===== src/rtl/pfd_pkg.sv =====
// Shared types and limits for the DMS PLL phase-frequency detector.
package pfd_pkg;

    typedef enum logic [1:0] {PFD_IDLE, PFD_UP, PFD_DN, PFD_BOTH} pfd_state_t;

    localparam int PFD_RST_DLY_MAX = 15;
    localparam int PFD_BCNT_W      = $clog2(PFD_RST_DLY_MAX + 1);

endpackage


===== src/rtl/dms_pfd_sync_if.sv =====
// Signal bundle between the loop controller and the PFD.
// err_valid is a one-cycle strobe with no back-pressure: phase_err is new on that cycle and holds until the next strobe.
interface dms_pfd_sync_if #(
    parameter int CNT_W = 8
);
    logic                    d;
    logic                    ref_in;
    logic                    fb_in;
    logic                    up;
    logic                    down;
    logic signed [CNT_W-1:0] phase_err;
    logic                    err_valid;

    modport master (
        output d, ref_in, fb_in,
        input  up, down, phase_err, err_valid
    );

    modport slave (
        input  d, ref_in, fb_in,
        output up, down, phase_err, err_valid
    );
endinterface


===== src/rtl/pfd_edge_det.sv =====
// Rising-edge detector for a sampled clock input.
// PFD_SYNC_EN adds a two-flop synchronizer ahead of the sample flop.
module pfd_edge_det (
    input  logic clk,
    input  logic rst,
    input  logic din,
    output logic rise
);
    logic samp_in;
    logic samp_q;
    logic samp_prev;

`ifdef PFD_SYNC_EN
    logic sync1;
    logic sync2;

    always_ff @(posedge clk) begin
        if (rst) begin
            sync1 <= 1'b0;
            sync2 <= 1'b0;
        end else begin
            sync1 <= din;
            sync2 <= sync1;
        end
    end

    assign samp_in = sync2;
`else
    assign samp_in = din;
`endif

    always_ff @(posedge clk) begin
        if (rst) begin
            samp_q    <= 1'b0;
            samp_prev <= 1'b0;
        end else begin
            samp_q    <= samp_in;
            samp_prev <= samp_q;
        end
    end

    assign rise = samp_q & ~samp_prev;
endmodule


===== src/rtl/dms_pfd_sync.sv =====
// Clock-sampled tri-state PFD: drives up/down to the charge pump and reports signed pulse width.
// Build option PFD_SYNC_EN inserts input synchronizers (two extra cycles of latency).
module dms_pfd_sync
    import pfd_pkg::*;
#(
    parameter int RST_DLY = 2,   // legal range 1..PFD_RST_DLY_MAX
    parameter int CNT_W   = 8
) (
    input  logic           clk,
    input  logic           rst,
    dms_pfd_sync_if.slave  bus,
    output pfd_state_t     dbg_state
);
    localparam logic [PFD_BCNT_W-1:0] BCNT_LAST = PFD_BCNT_W'(RST_DLY - 1);

    logic ref_rise;
    logic fb_rise;
    logic ref_ev;
    logic fb_ev;

    pfd_state_t state;
    pfd_state_t next;

    logic [PFD_BCNT_W-1:0]   bcnt;
    logic [CNT_W-2:0]        cnt;
    logic                    from_up;
    logic                    first_both;
    logic signed [CNT_W-1:0] mag;

    logic                    up_r;
    logic                    dn_r;
    logic                    ev_r;
    logic signed [CNT_W-1:0] err_r;

    pfd_edge_det u_ref_det (.clk(clk), .rst(rst), .din(bus.ref_in), .rise(ref_rise));
    pfd_edge_det u_fb_det  (.clk(clk), .rst(rst), .din(bus.fb_in),  .rise(fb_rise));

    assign ref_ev = ref_rise & bus.d;
    assign fb_ev  = fb_rise & bus.d;

    always_comb begin
        next = state;
        case (state)
            PFD_IDLE: begin
                if (ref_ev && fb_ev) next = PFD_BOTH;
                else if (ref_ev)     next = PFD_UP;
                else if (fb_ev)      next = PFD_DN;
            end
            PFD_UP:   if (fb_ev)  next = PFD_BOTH;
            PFD_DN:   if (ref_ev) next = PFD_BOTH;
            PFD_BOTH: if (bcnt == BCNT_LAST) next = PFD_IDLE;
            default:  next = PFD_IDLE;
        endcase
    end

    // Error is published on the first BOTH cycle, aligned with up=down=1 at the outputs.
    assign first_both = (state == PFD_BOTH) && (bcnt == '0);
    assign mag        = {1'b0, cnt};

    always_ff @(posedge clk) begin
        if (rst) begin
            state   <= PFD_IDLE;
            bcnt    <= '0;
            cnt     <= '0;
            from_up <= 1'b0;
            up_r    <= 1'b0;
            dn_r    <= 1'b0;
            ev_r    <= 1'b0;
            err_r   <= '0;
        end else begin
            state <= next;
            bcnt  <= (state == PFD_BOTH && next == PFD_BOTH) ? bcnt + PFD_BCNT_W'(1) : '0;

            if (state == PFD_UP || state == PFD_DN) begin
                if (cnt != '1) cnt <= cnt + (CNT_W-1)'(1);
                from_up <= (state == PFD_UP);
            end

            up_r <= (state == PFD_UP) || (state == PFD_BOTH);
            dn_r <= (state == PFD_DN) || (state == PFD_BOTH);
            ev_r <= first_both;

            if (first_both) begin
                err_r <= from_up ? mag : -mag;
                cnt   <= '0;
            end
        end
    end

    assign bus.up        = up_r;
    assign bus.down      = dn_r;
    assign bus.err_valid = ev_r;
    assign bus.phase_err = err_r;
    assign dbg_state     = state;
endmodule


===== src/flat_wrapper.sv =====
// flat-port wrapper written by rule: the top's interface ports become plain ports
module dms_pfd_sync_flat import pfd_pkg::*;
#(
    parameter int RST_DLY = 2,                                    
    parameter int CNT_W   = 8
)
  (clk, rst, dbg_state, bus_d, bus_ref_in, bus_fb_in, bus_up, bus_down, bus_phase_err, bus_err_valid);
  dms_pfd_sync_if #(.CNT_W(CNT_W)) bus_i ();
  input  logic clk;
  input  logic rst;
  output pfd_state_t dbg_state;
  input wire logic [$bits(bus_i.d)-1:0] bus_d;
  input wire logic [$bits(bus_i.ref_in)-1:0] bus_ref_in;
  input wire logic [$bits(bus_i.fb_in)-1:0] bus_fb_in;
  output wire logic [$bits(bus_i.up)-1:0] bus_up;
  output wire logic [$bits(bus_i.down)-1:0] bus_down;
  output wire logic [$bits(bus_i.phase_err)-1:0] bus_phase_err;
  output wire logic [$bits(bus_i.err_valid)-1:0] bus_err_valid;
  assign bus_i.d = bus_d;
  assign bus_i.ref_in = bus_ref_in;
  assign bus_i.fb_in = bus_fb_in;
  assign bus_up = bus_i.up;
  assign bus_down = bus_i.down;
  assign bus_phase_err = bus_i.phase_err;
  assign bus_err_valid = bus_i.err_valid;
  dms_pfd_sync #(.RST_DLY(RST_DLY), .CNT_W(CNT_W)) u_core (.clk(clk), .rst(rst), .bus(bus_i), .dbg_state(dbg_state));
endmodule

===== config.mk =====
export PLATFORM = sky130hd
export DESIGN_NAME = dms_pfd_sync_flat
export DESIGN_NICKNAME = d
export VERILOG_FILES = /design/src/rtl/pfd_pkg.sv /design/src/rtl/dms_pfd_sync_if.sv /design/src/rtl/pfd_edge_det.sv /design/src/rtl/dms_pfd_sync.sv /design/src/flat_wrapper.sv
export SDC_FILE = /design/constraint.sdc
export NUM_CORES = 1
export LEC_CHECK = 0
export ABC_CLOCK_PERIOD_IN_PS = 3900
export CAP_MARGIN = 15
export CORE_MARGIN = 2
export CORE_UTILIZATION = 45
export DETAILED_ROUTE_END_ITERATION = 16
export GPL_TIMING_DRIVEN = 0
export MAX_ROUTING_LAYER = met4
export PLACE_DENSITY = 0.67
export SLEW_MARGIN = 15
export SYNTH_ARGS = -nofsm -noshare
export SYNTH_HDL_FRONTEND = slang
export SYNTH_HIERARCHICAL = 1
export SYNTH_SLANG_ARGS = --single-unit

===== constraint.sdc =====
create_clock -name clk -period 3.9 [get_ports clk]
set_input_delay 0.78 -clock clk [delete_from_list [all_inputs] [get_ports clk]]
set_output_delay 0.78 -clock clk [all_outputs]
set_load 0.02 [all_outputs]

==> run_1/port_nets.png <==
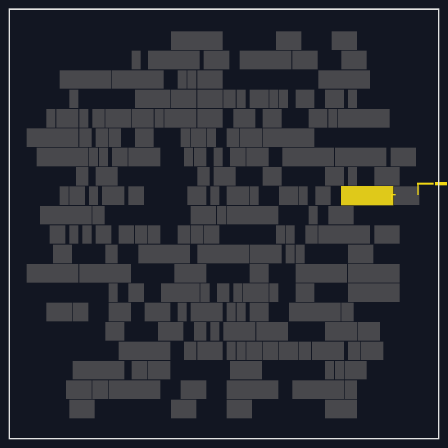
Yellow marks `bus_err_valid`, bits 1, direction output, edge right, end cells 1, buffers 1, wire 4.70 µm.
Ports: 18
tally of buffers added on design ports: 17

==> run_1/cell_classes.png <==
Fill, decap, tap and diode cells in gray.
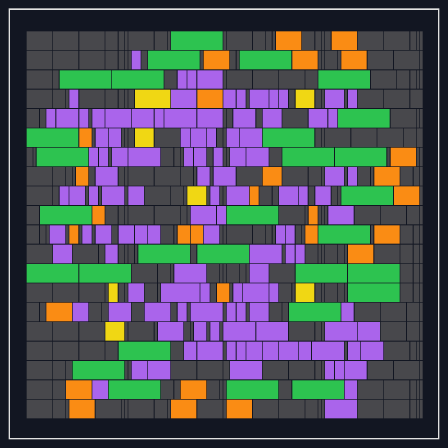
Purple marks all other logic, cells 118. Orange marks other buffers and delay cells, cells 28. Green marks flops, cells 29. Yellow marks clock drivers and dummy loads, cells 7.

==> run_1/met3.png <==
Scale bar: 20 µm.
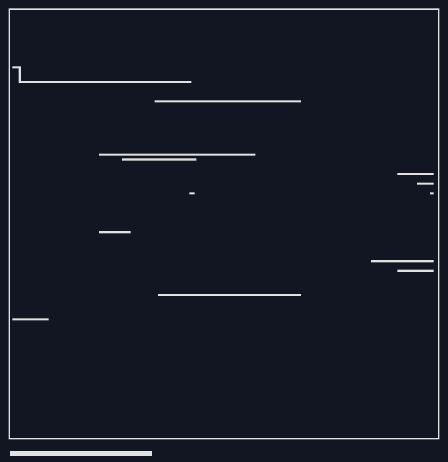
The layer holds 5.0% of the routed length. The layer carries 128 µm of wire. 10 nets have wire on it.

## run 1: cell type report
class                           count  area, µm²  area share (%)
Timing Repair Buffer               17        170            10.0
Tap cell                           44       55.1            3.25
Sequential cell                    29        581            34.2
Buffer                             11       53.8            3.17
Inverter                            7       26.3            1.55
Multi-Input combinational cell    111        754            44.5
Clock buffer                        7       55.1            3.25
## run 1: registers in the layout (all words and copies together) (netlist names)
name,flops
u_core/cnt,7
u_core/bus.up,1
u_core/u_ref_det/samp_q,1
u_core/bus.down,1
u_core/dbg_state,2
u_core/bus.phase_err,8
u_core/u_fb_det/samp_prev,1
u_core/from_up,1
u_core/u_fb_det/samp_q,1
u_core/u_ref_det/samp_prev,1
u_core/bcnt,4
u_core/bus.err_valid,1
## run 1: cell families (layout without fill, tap and decap cells)
kind of cell    count (synthesis)  count (layout)  synth area share (%)
fa+ha+maj                      10              10                  8.84
buf+inv                        18              42                  5.66
mux                             5               5                  3.54
xor+xnor                        9               9                  5.57
compound gates                 24              24                  12.3
simple gates                   63              63                  23.1
flops                          29              29                  41.0
## run 1: worst paths after layout
kind	startpoint	endpoint	slack, ns	cells past startpoint
setup / recovery	u_core/dbg_state[0]	dbg_state[0]	1.69	1
hold / removal	u_core/u_ref_det/samp_q	u_core/u_ref_det/samp_prev	0.46	1
setup reg to reg	u_core/dbg_state[0]	u_core/bcnt[1]	1.97	7
hold reg to reg	u_core/u_ref_det/samp_q	u_core/u_ref_det/samp_prev	0.46	1
## run 1: per-layer routing
metal	GRT usage [%]	wire, µm
met1	22.3	1240
met4	6.67	15
met5	-	0
met2	25.0	1210
met3	5.84	128
## run 1: layout by cell type, fill, tap and decap left out, drive strengths merged
| master | netlist | final |
|---|---|---|
| nor3b | 3 | 3 |
| nand4 | 2 | 2 |
| or2 | 1 | 1 |
| dfxtp | 29 | 29 |
| a211oi | 6 | 6 |
| nand2 | 4 | 4 |
| nor4bb | 1 | 1 |
| o21bai | 1 | 1 |
| nor3 | 7 | 7 |
| nor2b | 8 | 8 |
| clkdlybuf4s50 | 0 | 17 |
| and4 | 2 | 2 |
| o21ba | 1 | 1 |
| o21ai | 2 | 2 |
| o31ai | 1 | 1 |
| a31oi | 7 | 7 |
| a41o | 1 | 1 |
| xor2 | 1 | 1 |
| or3b | 1 | 1 |
| xnor2 | 8 | 8 |
| nor2 | 29 | 29 |
| mux2i | 5 | 5 |
| a21oi | 4 | 4 |
| buf | 8 | 8 |
| ha | 10 | 10 |
| a2111oi | 1 | 1 |
| and4b | 2 | 2 |
| nand3 | 3 | 3 |
| inv | 7 | 7 |
| clkbuf | 3 | 10 |
## run 1: stage by stage
stage / cell area, µm² / hold WS (ns) / instances / utilization [%] / total power, mW
after floorplan: 1420 / 0.429 / 158 / - / 0.377
final: 1700 / 0.464 / 226 / 56.0 / 0.574
after global placement: 1640 / 0.446 / 219 / 54.2 / 0.400
after global routing: 1700 / 0.486 / 226 / 56.0 / 0.610
after detailed placement: 1640 / 0.447 / 219 / 54.2 / 0.401
after CTS: 1700 / 0.469 / 226 / 56.0 / 0.584
==> deck_impl_summary.md, run 1 <==
Physical Implementation Snapshot

Outcome
  • Status: completed

Setup path
  • Maximum net fanout on the critical path: 7
  • Class of the most critical setup path: flip-flop to primary output
  • Ordered list of cells on the worst path: clkdlybuf4s50_1
  • Sort of element at the end of the critical path: primary output
  • Arrival @ worst endpoint: around 1.4 ns
  • Max incr delay on CP: 0.65 ns
  • Cell type group with the largest total delay on the critical path: buffers and inverters
  • CP bufs+invs: 1

Final timing
  • Max-Slew Margin vs Limit: 71.5%
  • Count of endpoints failing setup in the final report: 0
  • Portion of the clock cycle consumed by the worst path in the final layout: 56.6%
  • Accumulated negative setup slack: 0 ns
  • Least-Margin Pin Slew: 0.425 ns
  • Unrepaired setup endpoints after global routing: no
  • Hold Fails Final Rpt: 0
  • Slack of the critical path: 1.69 ns
  • Number of max-slew violations in the final report: 0
  • Final Skew: 0.00893 ns

Routing
  • Routed length per instance: 11.5 µm
  • Drt pass-1 iters: 4
  • DRC viols: 0
  • Initial detailed-routing violation count: 31
  • DRT antenna net count: 0

Synthesis
  • Distinct lib cells: 31
  • Total cell area reported by yosys after synthesis: roughly 1400 µm²
  • Cell count after synthesis: about 160
  • Average footprint of a synthesized cell: between 8 and 9 µm²
  • Flip-flop and latch count after synthesis: 29
  • Post-Syn Area: 1420 µm²
  • Top cell type's share of synthesized area: between 40% and 50%
  • Post-synthesis sequential area ratio: 41.0%
  • Fraction of synthesis flops using an asynchronous set or reset pin: 0%
  • Most instantiated cells after synthesis: dfxtp_1 (29), nor2_1 (29), ha_1 (10)
  • Net Count, Synth: 173
  • Most area-hungry cell type in the Yosys netlist: dfxtp_1
  • Yosys warning tally: 6
  • Number of cell instances after yosys synthesis: approximately 160

Place
  • Placer's final routability congestion estimate: 0.842
  • Worst Setup Slack post-DPL: 1.55 ns
  • Detailed-placement wirelength estimate: about 1900 µm

Floorplanning
  • Floorplan core density: 46.7%
  • Total die area: roughly 3600 µm²
  • Number of rows in the core area: 20

Global routing
  • Vias in the first global route: 1,026
  • Global-route total usage across every layer: 17.3%
  • First-pass GRT wire length: between 4000 and 5000 µm
  • Antenna violations before repair: 0
  • Largest net degree at the start of global routing: 13
  • Global-route congestion overflow total: 0

Pwr
  • Power consumed by combinational cells: around 84 µW
  • Power dissipated in the clock network: between 150 and 200 µW
  • Clock network fraction of design power: 31.2%
  • Internal power consumption: about 430 µW
  • Pwr/cell area: 339 nW/µm²
  • Sw frac: 25.5%
  • Leakage power summed over all cells: 0.636 nW
  • VDD IR max: about 0.16 mV
  • Register share of total power: between 50% and 60%

Clock tree
  • Number of clock sinks: 29
  • Post-cts resize count: 0
  • TritonCTS clock tree: built
  • Max Root-Sink Buffers: 2
  • Number of CTS-inserted buffers: 5
  • CTS clock-pin slew for the worst setup and hold paths: 0.08 ns
  • Worst skew pair latency: 0.32 ns

Layout
  • Synth-to-Final Area Change: 19.8%
  • Ratio of cells with drive above 1 in the final layout: between 10% and 20%

Min path
  • Path category of the worst min-delay check: flip-flop to flip-flop

Job
  • Maxcap violations: 0
  • OpenROAD warning count: 33
==> run 2, diff against run 1 <==
- ABC_CLOCK_PERIOD_IN_PS: 3900 -> 2200
- clock period: 3.9 -> 2.2 ns (I/O delays scaled with it)
==> run_2/port_nets.png <==
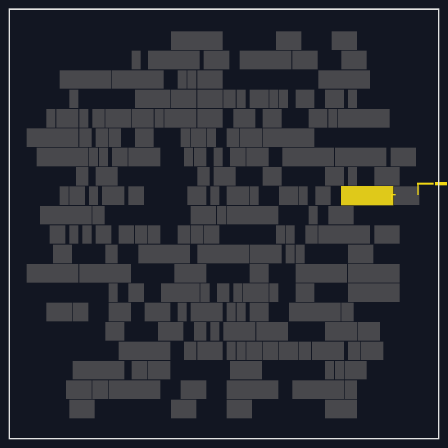
Yellow marks `bus_err_valid`, bits 1, direction output, edge right, end cells 1, buffers 1, wire 4.70 µm.

==> deck_impl_summary.md, run 2 <==
Physical Implementation Snapshot

Floorplanning
  • Core box area: 3030 µm² (unchanged)
  • Die X: 60.1 µm (unchanged)
  • Total die area: 3610 µm² (unchanged)
  • Floorplan core density: 46.7% (unchanged)
  • Number of rows in the core area: 20 (unchanged)
  • Ports: 18 (unchanged)
  • Height of the die: 60.1 µm (unchanged)

Setup path
  • Required time at the endpoint of the critical path: 2.44 ns (was 3.12 ns)
  • R2r worst-path depth: 7 (unchanged)
  • Arrival @ worst endpoint: 2.17 ns (was 1.43 ns)
  • Maximum net fanout on the critical path: 9 (was 7)
  • Sort of element at the end of the critical path: flip-flop (was primary output)
  • Launching element type of the critical path: flip-flop (unchanged)
  • Class of the most critical setup path: flip-flop to flip-flop (was flip-flop to primary output)

Synthesis
  • Total cell area reported by yosys after synthesis: 1420 µm² (unchanged)
  • Flip-flop and latch count after synthesis: 29 (unchanged)
  • Post-synthesis sequential area ratio: 41.0% (unchanged)
  • Cell count after synthesis: 158 (unchanged)
  • Net Count, Synth: 173 (unchanged)
  • Most area-hungry cell type in the Yosys netlist: dfxtp_1 (unchanged)
  • Flip-flops with a built-in enable: 0 (unchanged)
  • Fraction of synthesis flops using an asynchronous set or reset pin: 0% (unchanged)
  • Yosys warning tally: 6 (unchanged)
  • Number of cell instances after yosys synthesis: 158 (unchanged)
  • Most instantiated cells after synthesis: dfxtp_1 (29), nor2_1 (29), ha_1 (10) (unchanged)
  • Distinct lib cells: 31 (unchanged)
  • Post-Syn Area: 1420 µm² (unchanged)
  • Top cell type's share of synthesized area: 41.0% (unchanged)
  • Main flop type: dfxtp_1 (unchanged)
  • Average footprint of a synthesized cell: 8.96 µm² (unchanged)
  • Synth top area cells: dfxtp_1 (41%), ha_1 (8.8%), nor2_1 (7.7%) (unchanged)

Final timing
  • Post-layout minimum cycle time: approximately 1.9 ns
  • Accumulated negative setup slack: 0 ns (unchanged)
  • Unrepaired setup endpoints after global routing: no (unchanged)
  • Least-Margin Pin Slew: 0.425 ns (unchanged)
  • Highest clock frequency the design can meet: 0.518 GHz
  • Final Skew: 0.00893 ns (unchanged)
  • Number of max-slew violations in the final report: 0 (unchanged)
  • Hold Fails Final Rpt: 0 (unchanged)
  • Portion of the clock cycle consumed by the worst path in the final layout: 87.7%
  • Max-Slew Margin vs Limit: 71.5% (unchanged)
  • Count of endpoints failing setup in the final report: 0 (unchanged)
  • Hold_ws: 0.464 ns (unchanged)

Clock tree
  • TritonCTS clock tree: built (unchanged)
  • Number of hold buffers added after cts: 0 (unchanged)
  • CTS clock-pin slew for the worst setup and hold paths: 0.08 ns (about the same)
  • Number of CTS-inserted buffers: 5 (unchanged)
  • Max Root-Sink Buffers: 2 (unchanged)
  • Number of clock sinks: 29 (unchanged)
  • Worst skew pair latency: 0.32 ns (about the same)
  • Post-CTS Setup Repair Bufs: 0 (unchanged)
  • H-tree levels: 2 (unchanged)
  • Post-cts resize count: 0 (unchanged)
  • Clock Root Buffer: clkbuf_4 (unchanged)

Min path
  • Number of cells on the worst hold path: 1 (unchanged)
  • Path category of the worst min-delay check: flip-flop to flip-flop (unchanged)

Layout
  • Synth-to-Final Area Change: 19.8% (unchanged)
  • Final instance area: 1700 µm² (unchanged)
  • Top Layout Cells: nor2_1 (29), dfxtp_1 (29), clkdlybuf4s50_1 (17) (unchanged)
  • Filler-free cell count of the finished design: 226 (unchanged)
  • Ratio of cells with drive above 1 in the final layout: 10.4% (unchanged)
  • Number of flip-flops in the largest register: 8 (unchanged)
  • Final antenna diode count: 0 (unchanged)
  • Number of nets at the end of the flow: 197 (unchanged)

Global routing
  • Vias in the first global route: 1,026 (unchanged)
  • Global-route congestion overflow total: 0 (unchanged)
  • First-pass GRT wire length: 4520 µm (unchanged)
  • Largest net degree at the start of global routing: 13 (unchanged)
  • Antenna violations before repair: 0 (unchanged)
  • Global-route total usage across every layer: 17.3% (unchanged)

Place
  • Placer's final routability congestion estimate: 0.842 (unchanged)
  • Post-Place Cell Area: 1640 µm² (unchanged)
  • Tally of buffers added on design ports: 17 (unchanged)
  • Detailed-placement wirelength estimate: 1880 µm (unchanged)
  • Post-Place Cells: 219 (unchanged)

Routing
  • DR WL met3: 128 µm (unchanged)
  • Initial detailed-routing violation count: 31 (unchanged)
  • M1 wire length: 1240 µm (unchanged)
  • Detailed-routed wire length on met2: 1210 µm (unchanged)
  • DRC viols: 0 (unchanged)
  • Total wire length after detailed routing: 2590 µm (unchanged)
  • DRT antenna net count: 0 (unchanged)
  • DR top layer: met4 (unchanged)
  • Average via count per standard cell: 4.94 (unchanged)
  • Via count: 1,116 (unchanged)
  • Drt pass-1 iters: 4 (unchanged)
  • Routed length per instance: 11.5 µm (unchanged)

Job
  • Maxcap violations: 0 (unchanged)
  • OpenROAD warning count: 33 (unchanged)

Pwr
  • Leakage power summed over all cells: 0.636 nW (unchanged)
  • VDD IR max: 0.280 mV (was 0.158 mV)
  • Pwr/cell area: 600 nW/µm² (was 339 nW/µm²)
  • Total chip power: 1.02 mW (was 574 µW)

Outcome
  • Status: completed (unchanged)
[run 2: cell counts after synthesis]
Identical to the previous run, type by type.
[run 2: path summary, 6_finish.rpt]
kind	from	to	slack (ns)
worst max-delay path	u_core/dbg_state[0]	u_core/bcnt[1]	0.27
worst min-delay path	u_core/u_ref_det/samp_q	u_core/u_ref_det/samp_prev	0.46
worst max register to register	u_core/dbg_state[0]	u_core/bcnt[1]	0.27
worst min register to register	u_core/u_ref_det/samp_q	u_core/u_ref_det/samp_prev	0.46
[run 2: logic make-up after synthesis]
| group | share of synthesized area, % |
|---|---|
| adders and majority gates | 8.84 |
| and+or+nand+nor | 23.1 |
| buffers and inverters | 5.66 |
| xor gates and xnor gates | 5.57 |
| muxes | 3.54 |
| AOI/OAI and AO/OA | 12.3 |
| DFF | 41.0 |
[run 2: critical path, cell delays in order, from the launching register on]
cell       delay [ns]
dfxtp_1          0.46
inv_1            0.12
ha_1             0.20
buf_2            0.16
and4b_1          0.20
a2111oi_2        0.30
nor2_1           0.18
nor3b_1          0.22
[run 2: layout make-up]
class,instances,area [µm²]
Sequential cell,29,581
Fill cell,283,1330
Multi-Input combinational cell,111,754
Tap cell,44,55.1
Inverter,7,26.3
Clock buffer,7,55.1
Timing Repair Buffer,17,170
Buffer,11,53.8
[run 2: metal layers]
| layer | vias up | track usage [%] |
|---|---|---|
| li1 | 588 | - |
| met1 | 508 | 22.3 |
| met2 | 18 | 25.0 |
| met3 | 2 | 5.84 |
| met4 | 0 | 6.67 |
| met5 | - | - |
[run 2: per-stage QoR]
step,utilization [%],setup slack [ns]
after floorplan,-,0.377
after global placement,54.2,0.186
after detailed placement,54.2,0.194
after CTS,56.0,0.296
after global routing,56.0,0.122
final,56.0,0.271
[run 2: report_power, final]
part | internal [mW] | total [mW] | switching (mW)
Clock | 0.151 | 0.318 | 0.167
Sequential | 0.538 | 0.551 | 0.0129
Combinational | 0.0698 | 0.149 | 0.0797
Total | 0.758 | 1.02 | 0.260
==> run 3, diff against run 2 <==
- ABC_CLOCK_PERIOD_IN_PS: 2200 -> unset
==> run_3/cell_classes.png <==
Fill, decap, tap and diode cells in gray.
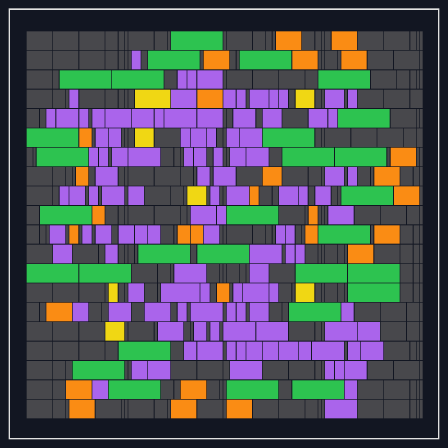
post-layout utilization of the core: 56.0%
final instance area: 1700 µm²
core box area: 3030 µm²
register share of the cell area: 34.2%
number of rows in the core area: 20

==> deck_impl_summary.md, run 3 <==
Physical Implementation Snapshot

Global routing
  • First-pass GRT wire length: 4520 µm (unchanged)
  • Global-route congestion overflow total: 0 (unchanged)
  • Vias in the first global route: 1,026 (unchanged)
  • Largest net degree at the start of global routing: 13 (unchanged)
  • Antenna violations before repair: 0 (unchanged)
  • Global-route total usage across every layer: 17.3% (unchanged)

Pwr
  • Leakage power summed over all cells: 0.636 nW (unchanged)
  • VDD IR max: 0.280 mV (unchanged)
  • Pwr/cell area: 600 nW/µm² (unchanged)
  • Register share of total power: 54.1% (about the same)
  • Internal power consumption: 758 µW (unchanged)
  • Sw frac: 25.5% (unchanged)
  • Clock network fraction of design power: 31.2% (about the same)
  • Psw: 260 µW (unchanged)
  • Portion of total power attributed to combinational logic: 14.7% (about the same)

Synthesis
  • Flip-flop and latch count after synthesis: 29 (unchanged)
  • Total cell area reported by yosys after synthesis: 1420 µm² (unchanged)
  • Net Count, Synth: 173 (unchanged)
  • Flip-flops with a built-in enable: 0 (unchanged)
  • Most area-hungry cell type in the Yosys netlist: dfxtp_1 (unchanged)
  • Average footprint of a synthesized cell: 8.96 µm² (unchanged)
  • Synth top area cells: dfxtp_1 (41%), ha_1 (8.8%), nor2_1 (7.7%) (unchanged)
  • Fraction of synthesis flops using an asynchronous set or reset pin: 0% (unchanged)
  • Cell count after synthesis: 158 (unchanged)
  • Yosys warning tally: 6 (unchanged)
  • Number of cell instances after yosys synthesis: 158 (unchanged)
  • Top cell type's share of synthesized area: 41.0% (unchanged)
  • Main flop type: dfxtp_1 (unchanged)
  • Most instantiated cells after synthesis: dfxtp_1 (29), nor2_1 (29), ha_1 (10) (unchanged)
  • Post-synthesis sequential area ratio: 41.0% (unchanged)
  • Distinct lib cells: 31 (unchanged)
  • Post-Syn Area: 1420 µm² (unchanged)

Clock tree
  • H-tree levels: 2 (unchanged)
  • Post-cts resize count: 0 (unchanged)
  • TritonCTS clock tree: built (unchanged)
  • CTS clock-pin slew for the worst setup and hold paths: 0.08 ns (about the same)
  • Max Root-Sink Buffers: 2 (unchanged)
  • Clock Root Buffer: clkbuf_4 (unchanged)
  • Number of clock sinks: 29 (unchanged)
  • Number of hold buffers added after cts: 0 (unchanged)
  • Number of CTS-inserted buffers: 5 (unchanged)
  • Worst skew pair latency: 0.32 ns (about the same)
  • Post-CTS Setup Repair Bufs: 0 (unchanged)

Final timing
  • Least-Margin Pin Slew: 0.425 ns (unchanged)
  • Hold Fails Final Rpt: 0 (unchanged)
  • Portion of the clock cycle consumed by the worst path in the final layout: 87.7% (unchanged)
  • Unrepaired setup endpoints after global routing: no (unchanged)
  • Highest clock frequency the design can meet: 0.518 GHz (unchanged)
  • Accumulated negative setup slack: 0 ns (unchanged)
  • Count of endpoints failing setup in the final report: 0 (unchanged)
  • Slack of the critical path: 0.271 ns (unchanged)
  • Number of max-slew violations in the final report: 0 (unchanged)
  • Post-layout minimum cycle time: 1.93 ns (unchanged)
  • Final Skew: 0.00893 ns (unchanged)
  • Max-Slew Margin vs Limit: 71.5% (unchanged)

Routing
  • Drt pass-1 iters: 4 (unchanged)
  • Routed length per instance: 11.5 µm (unchanged)
  • Average via count per standard cell: 4.94 (unchanged)
  • DRT antenna net count: 0 (unchanged)
  • Initial detailed-routing violation count: 31 (unchanged)
  • Total wire length after detailed routing: 2590 µm (unchanged)
  • M1 wire length: 1240 µm (unchanged)
  • DR top layer: met4 (unchanged)
  • Detailed-routed wire length on met2: 1210 µm (unchanged)
  • Via count: 1,116 (unchanged)
  • DRC viols: 0 (unchanged)
  • DR WL met3: 128 µm (unchanged)

Job
  • Maxcap violations: 0 (unchanged)
  • OpenROAD warning count: 33 (unchanged)

Floorplanning
  • Floorplan core density: 46.7% (unchanged)
  • Total die area: 3610 µm² (unchanged)
  • Die X: 60.1 µm (unchanged)
  • Ports: 18 (unchanged)
  • Height of the die: 60.1 µm (unchanged)

Layout
  • Filler-free cell count of the finished design: 226 (unchanged)
  • Final antenna diode count: 0 (unchanged)
  • Number of nets at the end of the flow: 197 (unchanged)
  • Synth-to-Final Area Change: 19.8% (unchanged)
  • Top Layout Cells: nor2_1 (29), dfxtp_1 (29), clkdlybuf4s50_1 (17) (unchanged)
  • Number of flip-flops in the largest register: 8 (unchanged)
  • Ratio of cells with drive above 1 in the final layout: 10.4% (unchanged)

Place
  • Detailed-placement wirelength estimate: 1880 µm (unchanged)
  • Worst Setup Slack post-DPL: 0.194 ns (unchanged)
  • Placer's final routability congestion estimate: 0.842 (unchanged)
  • Tally of buffers added on design ports: 17 (unchanged)
  • Post-Place Cells: 219 (unchanged)

Min path
  • Path category of the worst min-delay check: flip-flop to flip-flop (unchanged)
  • Start point of the worst hold path: u_core/u_ref_det/samp_q (unchanged)

Setup path
  • Maximum net fanout on the critical path: 9 (unchanged)
  • Required time at the endpoint of the critical path: 2.44 ns (about the same)
  • Sort of element at the end of the critical path: flip-flop (unchanged)
  • Ordered list of cells on the worst path: inv_1, ha_1, buf_2, and4b_1, a2111oi_2, nor2_1, nor3b_1 (unchanged)
  • Class of the most critical setup path: flip-flop to flip-flop (unchanged)
  • Launch point of the worst reg-to-reg path: u_core/dbg_state[0] (unchanged)
  • Start point of the critical path: u_core/dbg_state[0] (unchanged)
  • Max incr delay on CP: 0.46 ns (about the same)
  • Arrival @ worst endpoint: 2.17 ns (about the same)
  • Launching element type of the critical path: flip-flop (unchanged)
  • Critical-path cell with the highest stage delay: dfxtp_1 (unchanged)

Outcome
  • Status: completed (unchanged)
[run 3: cells by family (layout without fill, tap and decap cells)]
logic type                 Yosys count  count (layout)  synth area share [%]
xor gates and xnor gates             9               9                  5.57
muxes                                5               5                  3.54
adders and majority gates           10              10                  8.84
and+or+nand+nor                     63              63                  23.1
buffers and inverters               18              42                  5.66
AOI/OAI and AO/OA                   24              24                  12.3
DFF                                 29              29                  41.0
[run 3: path summary, 6_finish.rpt]
path	depth (start not counted)	slack (ns)	to
max reg2reg	7	0.27	u_core/bcnt[1]
min reg2reg	1	0.46	u_core/u_ref_det/samp_prev
min	1	0.46	u_core/u_ref_det/samp_prev
max	7	0.27	u_core/bcnt[1]
[run 3: routing by layer]
metal / vias up / global-route usage [%]
met5: - / -
met4: 0 / 6.67
met3: 2 / 5.84
met2: 18 / 25.0
met1: 508 / 22.3
li1: 588 / -
[run 3: cell type report]
type / count / area (µm²)
Inverter: 7 / 26.3
Multi-Input combinational cell: 111 / 754
Tap cell: 44 / 55.1
Clock buffer: 7 / 55.1
Timing Repair Buffer: 17 / 170
Buffer: 11 / 53.8
Fill cell: 283 / 1330
Sequential cell: 29 / 581
[run 3: worst max-delay path: cells and delay by family, from the launching register on]
family | cells | cell delay, ns
compound gates | 1 | 0.30
flops | 1 | 0.46
buf+inv | 2 | 0.28
simple gates | 3 | 0.60
fa+ha+maj | 1 | 0.20
[run 3: metrics by stage]
stage / power (mW) / cell area [µm²] / hold WS [ns]
after global routing: 1.08 / 1700 / 0.486
after detailed placement: 0.711 / 1640 / 0.447
after CTS: 1.03 / 1700 / 0.469
after floorplan: 0.668 / 1420 / 0.429
final: 1.02 / 1700 / 0.464
after global placement: 0.709 / 1640 / 0.446
[run 3: power by group through the flow]
stage / Sequential, mW / Combinational, mW / Clock [mW]
2_1_floorplan: 0.567 / 0.101 / 0
3_3_place_gp: 0.563 / 0.146 / 0
3_5_place_dp: 0.563 / 0.148 / 0
4_1_cts: 0.551 / 0.149 / 0.335
5_1_grt: 0.553 / 0.166 / 0.362
6_report: 0.551 / 0.149 / 0.318
Power is estimated from default activity; no workload was simulated.
